==> config.mk <==
export PLATFORM = sky130hd
export DESIGN_NAME = apb_master_arbiter
export DESIGN_NICKNAME = d
export VERILOG_FILES = /design/src/rtl/apb_master_arbiter.sv
export SDC_FILE = /design/constraint.sdc
export NUM_CORES = 1
export LEC_CHECK = 0
export CAP_MARGIN = 20
export CORE_ASPECT_RATIO = 0.9
export CORE_MARGIN = 1.5
export CORE_UTILIZATION = 40
export DETAILED_ROUTE_END_ITERATION = 6
export PLACE_DENSITY = 0.89
export SYNTH_ARGS = -nofsm -noshare
export SYNTH_HDL_FRONTEND = slang
export SYNTH_SLANG_ARGS = --single-unit
==> constraint.sdc <==
create_clock -name pclk -period 3.9 [get_ports pclk]
set_input_delay 0.39 -clock pclk [delete_from_list [all_inputs] [get_ports pclk]]
set_output_delay 0.39 -clock pclk [all_outputs]
set_load 0.1 [all_outputs]
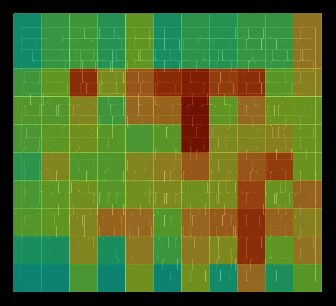
Fig. 1. Routing congestion.
global-route met3 utilization: 0.0526
post-DR wirelength/cell: 16.2 um
busiest layer in global routing: met2

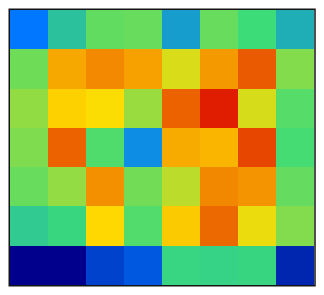
Fig. 2. Placement density heat map.
(4 px per um) The die is cut into 8 by 7 equal tiles; dark blue is low, red is high, 0 to 100% covered.
3.6% of the tiles are nearly empty. 32% of the tiles are over 75% full. The fullest tile reaches 97%. The emptiest ninth of the die: south-west. The mean over all tiles is 59%.
fraction of the core area occupied by cells at floorplan: 0.423
Core Footprint: 4550 um2

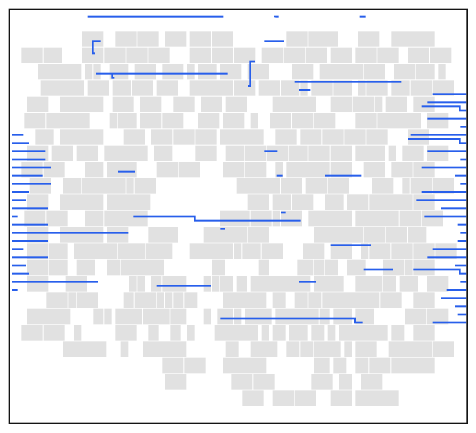
Fig. 3. Metal 3.
(6 px per um)
The longest straight run is 22.3 um. The wires run mostly horizontal. 63 nets have wire on it. The layer carries 391 um of wire.
via total after detailed routing: 1910
WL final: 5890 um

==> flow_summary.html <==
<h3>Flow metrics</h3>
<table>
<tr><th>Metric</th><th>Value</th></tr>
<tr><th colspan="2">Setup path</th></tr>
<tr><td>CP Buf/Inv Count</td><td>2</td></tr>
<tr><td>Worst path max stage delay</td><td>0.61 ns</td></tr>
<tr><td>Cells traversed along the worst timing path</td><td>inv_2 &gt; ha_1 &gt; mux4_2 &gt; a221oi_4 &gt; xnor2_4 &gt; buf_4 &gt; mux2i_1 &gt; o221ai_1</td></tr>
<tr><th colspan="2">Yosys</th></tr>
<tr><td>MUX area fraction</td><td>0.221</td></tr>
<tr><td>Share of synthesized cell area in and, or, nand and nor gates</td><td>0.130</td></tr>
<tr><td>Xor/xnor cell area share of the yosys netlist</td><td>0.0143</td></tr>
<tr><td>Net count after synthesis</td><td>279</td></tr>
<tr><td>Part of the Yosys area used for sequential elements</td><td>0.375</td></tr>
<tr><td>Number of cells produced by synthesis</td><td>187</td></tr>
<tr><th colspan="2">Timing</th></tr>
<tr><td>Slew at the pin closest to its max-slew limit</td><td>1.01 ns</td></tr>
<tr><td>Clock Skews</td><td>0.00739 ns</td></tr>
<tr><td>Slew margin rel.</td><td>0.324</td></tr>
<tr><th colspan="2">Clock tree</th></tr>
<tr><td>Clock-pin slew on the worst setup and hold paths</td><td>0.08 ns</td></tr>
<tr><td>Setup Fix Bufs, Post-CTS</td><td>0</td></tr>
<tr><td>Clock Root Buffer</td><td>sky130_fd_sc_hd__clkbuf_8</td></tr>
<tr><td>Clock insertion delay at the later pin of the skew report</td><td>0.29 ns</td></tr>
<tr><td>Deepest clock path buffer count</td><td>2</td></tr>
<tr><th colspan="2">Outcome</th></tr>
<tr><td>Run status</td><td>complete, no violations</td></tr>
<tr><th colspan="2">Min path</th></tr>
<tr><td>Number of cells on the worst hold path</td><td>2</td></tr>
<tr><th colspan="2">Die</th></tr>
<tr><td>Die width</td><td>76.1 um</td></tr>
<tr><th colspan="2">GRT</th></tr>
<tr><td>Overall overflow remaining after global route</td><td>0</td></tr>
<tr><td>Largest net degree at the start of global routing</td><td>35</td></tr>
<tr><th colspan="2">Placement</th></tr>
<tr><td>Area after detailed placement</td><td>3090 um2</td></tr>
<tr><td>Place WS</td><td>0.789 ns</td></tr>
<tr><th colspan="2">Cells and area</th></tr>
<tr><td>Final cell count without fillers</td><td>363</td></tr>
<tr><td>Area taken by multi-input logic gates</td><td>1120 um2</td></tr>
<tr><td>Growth of design area from synthesis to finish</td><td>65.7%</td></tr>
<tr><td>Commonest cells after routing, fill and taps aside</td><td>sky130_fd_sc_hd__clkdlybuf4s50_1, sky130_fd_sc_hd__mux2i_1, sky130_fd_sc_hd__dfxtp_1</td></tr>
<tr><th colspan="2">Routing</th></tr>
<tr><td>Initial DRC Count</td><td>126</td></tr>
</table>
==> power by group <==
part	internal [mW]	switching, mW
registers	0.476	0.0796
clock network	0.141	0.138
logic	0.673	1.22
==> cell usage after synthesis (all sizes together), types with 2 or more instances <==
master,number,area share
o21ai,2,0.0052
and2,6,0.020
mux4,2,0.023
a22o,8,0.036
inv,5,0.0098
nand3,2,0.0052
mux2i,38,0.20
nor2b,4,0.013
a21oi,3,0.0078
ha,8,0.052
clkbuf,5,0.010
nand2,20,0.039
o221ai,17,0.077
nor2,8,0.016
dfxtp,36,0.37
nand2b,6,0.020
buf,5,0.024
==> worst reg2reg max path: stages, from the launching register on <==
cell                       delay [ns]
sky130_fd_sc_hd__dfxtp_1         0.61
sky130_fd_sc_hd__inv_2           0.13
sky130_fd_sc_hd__ha_1            0.42
sky130_fd_sc_hd__mux4_2          0.37
sky130_fd_sc_hd__a221oi_4        0.38
sky130_fd_sc_hd__xnor2_4         0.15
sky130_fd_sc_hd__buf_4           0.49
sky130_fd_sc_hd__mux2i_1         0.29
sky130_fd_sc_hd__o221ai_1        0.14
==> routing by layer <==
metal	share of wire	GRT usage	routed length, um	vias to the layer above
met5	0	0	0	-
met4	0.026	0.102	156	0
met3	0.066	0.0526	390	13
met2	0.50	0.380	2930	83
met1	0.41	0.276	2410	895
li1	-	-	-	919
==> final cells by class <==
| class | count | share of cell area |
|---|---|---|
| inverters | 5 | 0.00589 |
| flip-flops and latches | 36 | 0.226 |
| clock buffers | 6 | 0.0259 |
| multi-input cells | 136 | 0.350 |
| repair buffers | 116 | 0.364 |
| clock inverters | 2 | 0.00314 |
| well taps | 62 | 0.0244 |
Power figures rest on the tool's default switching activity, not on a simulated workload.
